Design m_src_fifo, sky130hd; sources not shown.
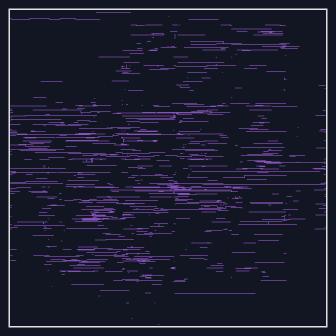
**Above:** run 1 (M3 wires).
share of all routed wire = 8.7%
wire length on this layer = 8,860 microns
main direction = horizontal
longest straight run = 112 microns
nets with wire on the layer = 397
Vias: 22,900
WL final: 102,000 microns

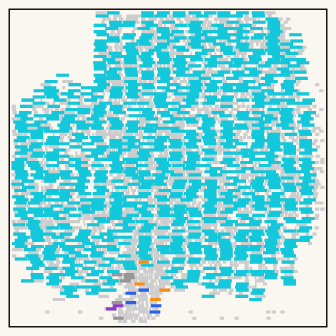
**Above:** run 1 (where the registers sit).
Other sequential cells in the stronger grey, the rest of the logic in the fainter grey.
purple -> rst_sync  # placed flops 2
blue -> level  # placed flops 5, where bottom centre
cyan -> mem  # placed flops 1,040, where spread over the die
orange -> wr_ptr  # placed flops 4, where bottom centre
final cell utilization of the core: 65.4%
Seq area share: 65.1%

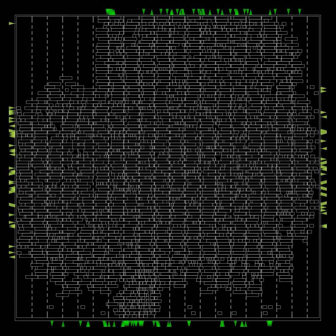
**Above:** run 1 (cell outlines without signal wires).
# Taps: 969
count of flip-flops and latches: 1,057
final std cells w/o fill: 3,671
core outline area: 74,300 sq um
FP Rows: 100

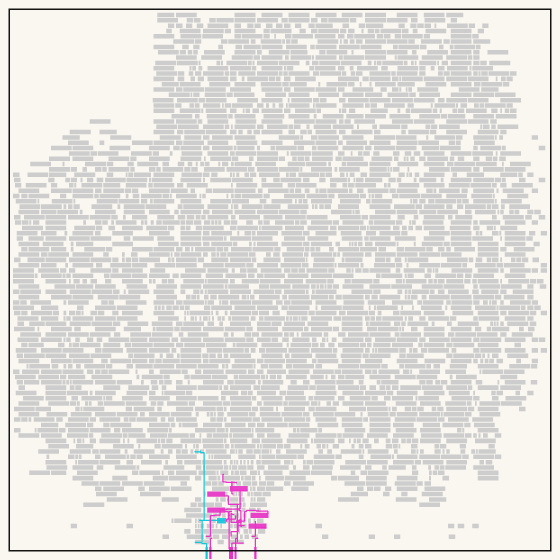
**Above:** run 1 (I/O nets highlighted).
cyan -> m_src_empty  # bits 1, direction output, edge bottom, end cells 1, buffers 1, wire 74.2 microns
magenta -> level  # bits 5, direction output, edge bottom, end cells 5, buffers 5, wire 243 microns
Port Buffers: 144
Ports: 146

==> deck_impl_summary.md, run 1 <==
Run Summary

Synthesis
  – Synth Flop Type: edfxtp_1
  – Top comb family, area: multiplexers
  – Yosys aoi share: 5.80%
  – Cells in synth_stat.txt: 2,237
  – Yosys simple share: 1.82%
  – Flops out of synthesis: 1,057
  – Top cells by count: edfxtp_1, mux2i_1, a22oi_1
  – Post-synth ARST share: 1.61%
  – Seq/Total Area, Yosys: 76.7%
  – Top cell area share: 75.7%
  – Count leader, synth: edfxtp_1
  – Post-Syn Instances: 2,237
  – Synth warn: 0
  – Synthesis area per yosys: 41,300 sq um
  – Post-synth cell types: 45
  – Mean post-synth cell area: 18.4 sq um
  – Synthesized Nets: 2,318
  – Cell area after synthesis: 41,300 sq um
  – Post-synth EDFFs: 1,040

Layout
  – Nonclk inv count: 11
  – Register Area: 31,700 sq um
  – Clock buffer count: 121
  – FILL cells: 4,890
  – Comb_multi_in: 1,033
  – Clock-cell share: 6.73%
  – Non-clk bufs: 413
  – Area grow syn2layout: 17.8%
  – Fraction of area in multi-input gates: 18.0%
  – Largest register FFs: 1,040
  – Logic area: 8740 sq um
  – Share of layout cells above drive strength 1: 14.9%
  – Layout Nets: 2,698
  – Max-area cell class: registers

Global routing
  – GRT met2 Usage: 46.6%
  – Most used routing layer: met2
  – GRT Resource Usage Total: 26.9%
  – Antenna violations before repair: 6

STA
  – Hold slack: 0.350 ns
  – Final hold vios: 0
  – Final min period: 7.75 ns

Status
  – Outcome: finished clean

Detailed routing
  – Vias/cell: 6.23
  – DR WL/cell: 27.8 microns
  – Highest metal used: met5
  – First DRT Iteration DRCs: 2,474
  – WL met3: 8860 microns
  – Met2 Wirelength: 52,000 microns

Floorplanning
  – Die Span X: 276 microns
  – Initial Util: 55.5%
  – Die Y-Extent: 276 microns
  – Die area: 76,100 sq um

Power
  – Max VDD drop: 0.168 mV
  – Overall power: 9000 uW
  – PwrDens: 185 nW/um^2
  – Leak Pwr: 0.0153 uW

Placed design
  – GPL Wtd Cong: 0.802

Min path
  – WHS Path Cells: 0
  – Worst Hold Class: reg2reg

Setup path
  – Max FO, Critical Path: 10
  – Reg2reg setup slack: 6.25 ns
  – Crit Path Class: reg2out
  – R2R cell count: 13
  – Worst EP arrival: 4.66 ns
  – Startpoint types: flip-flop

Clock network
  – Clock slew at reported path FFs: 0.06 ns
  – Post-CTS sizing: 0
  – Post-CTS Setup Repair Bufs: 0
  – Total CTS buffers: 101
  – Clk sink count: 1,057
  – Post-CTS Hold Buffers: 0

Flow run
  – Max Cap Viol: 0
[run 1: critical path: stages (launching register included)]
cell,delay [ns]
dfrtp_1,0.51
inv_1,0.10
ha_1,0.23
and2_1,0.19
ha_1,0.29
or2_2,0.31
clkbuf_2,0.37
clkbuf_1,0.48
o22ai_1,0.58
clkdlybuf4s50_1,0.92
[run 1: through the flow]
step	setup slack, ns	cell area [sq um]	std cells	utilization (%)	TNS, ns
after floorplan	-0.223	41300	2237	-	-57.85
after global placement	-7.75	43900	3350	59.1	-3049.58
after detailed placement	3.35	45300	3483	61.0	0
after CTS	2.61	48600	3668	65.4	0
after global routing	2.47	48600	3669	65.4	0
final	2.55	48600	3671	65.4	0
[run 1: power breakdown]
group          total [uW]  internal (uW)  switching, uW
Combinational         596            197            400
Clock                3670           2120           1550
Sequential           4740           4740           5.78
==> run 2, diff against run 1 <==
==> constraint.sdc (replaced) <==
create_clock -name wb_clk_i -period 7.8 [get_ports wb_clk_i]
set_input_delay 2.34 -clock wb_clk_i [delete_from_list [all_inputs] [get_ports wb_clk_i]]
set_output_delay 2.34 -clock wb_clk_i [all_outputs]
set_load 0.05 [all_outputs]
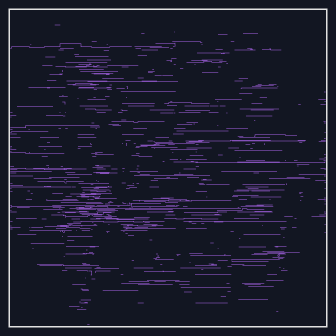
**Above:** run 2 (M3 wires).
nets with wire on the layer = 348
share of all routed wire = 7.6%
main direction = horizontal
wire length on this layer = 7,680 microns
longest straight run = 149 microns
Vias: 22,700
GRT met3 Usage: 4.85%
WL final: 101,000 microns

==> deck_impl_summary.md, run 2 <==
Run Summary

Clock network
  – Clk sink count: 1,057 (unchanged)
  – Post-CTS sizing: 0 (unchanged)

Power
  – Internal Power: 9070 uW (was 7050 uW)
  – Max power group: registers (unchanged)
  – Sw frac: 22.2% (was 21.7%)
  – Seq group: 6260 uW (was 4740 uW)
  – Leak Pwr: 0.0152 uW (was 0.0153 uW)
  – Clock network power: 4610 uW (was 3670 uW)

Detailed routing
  – Met2 Wirelength: 51,200 microns (was 52,000 microns)
  – Highest metal used: met5 (unchanged)
  – Vias/cell: 6.19 (was 6.23)

Layout
  – Largest register FFs: 1,040 (unchanged)
  – Register Area: 31,700 sq um (unchanged)
  – Final instance area: 48,500 sq um (was 48,600 sq um)
  – Share of layout cells above drive strength 1: 14.4% (was 14.9%)
  – Final std cells w/o fill: 3,662 (was 3,671)

Synthesis
  – Post-synth ARST share: 1.61% (unchanged)
  – Yosys simple share: 1.82% (unchanged)
  – Synthesized Nets: 2,318 (unchanged)
  – Cells in synth_stat.txt: 2,237 (unchanged)
  – Top comb family, area: multiplexers (unchanged)
  – Yosys aoi share: 5.80% (unchanged)
  – Mean post-synth cell area: 18.4 sq um (unchanged)

Setup path
  – Delay-heaviest family, CP: buffers and inverters (unchanged)
  – R2R cell count: 13 (unchanged)
  – Worst EP arrival: 4.78 ns (was 4.66 ns)
  – Max FO, Critical Path: 10 (unchanged)
  – WP depth: 10 (was 9)

Flow run
  – Max Cap Viol: 0 (unchanged)

Floorplanning
  – Die Span X: 276 microns (unchanged)
  – Core outline area: 74,300 sq um (unchanged)
  – Die area: 76,100 sq um (unchanged)
  – FP Rows: 100 (unchanged)
  – Die Y-Extent: 276 microns (unchanged)

Placed design
  – Port Buffers: 144 (unchanged)
  – GPL Wtd Cong: 0.792 (was 0.802)

STA
  – Fin worst setup slack: 0.685 ns (was 2.55 ns)
  – Setup TNS: 0 ns (unchanged)
  – Final hold vios: 0 (unchanged)

Min path
  – Worst Hold Class: reg2reg (unchanged)

Global routing
  – Most used routing layer: met2 (unchanged)
  – GRT Resource Usage Total: 26.6% (was 26.9%)

Status
  – Outcome: finished clean (unchanged)
==> run 2: cell count changes in the layout (fill, tap and decap cells not counted), sizes merged <==
cell	previous run	this run
bufinv	12	4
clkinv	43	50
buf	205	202
clkbuf	185	183
diode	3	1
inv	15	14
==> run 2: layout make-up <==
cell class / count / share of cell area [%]
Antenna cell: 1 / 0.00516
Buffer: 136 / 1.90
Clock buffer: 119 / 5.48
Clock inverter: 62 / 0.879
Inverter: 11 / 0.0851
Multi-Input combinational cell: 1033 / 18.1
Sequential cell: 1057 / 65.2
Tap cell: 969 / 2.50
Timing Repair Buffer: 274 / 5.86
==> run 2: through the flow <==
step           utilization [%]  power, uW
3_3_place_gp              59.1       7140
4_1_cts                   65.3      11700
6_report                  65.3      11700
5_1_grt                   65.3      11900
3_5_place_dp              61.1       7160
2_1_floorplan                -       6830
No activity file was given, so power comes from the tool's default toggle rates.
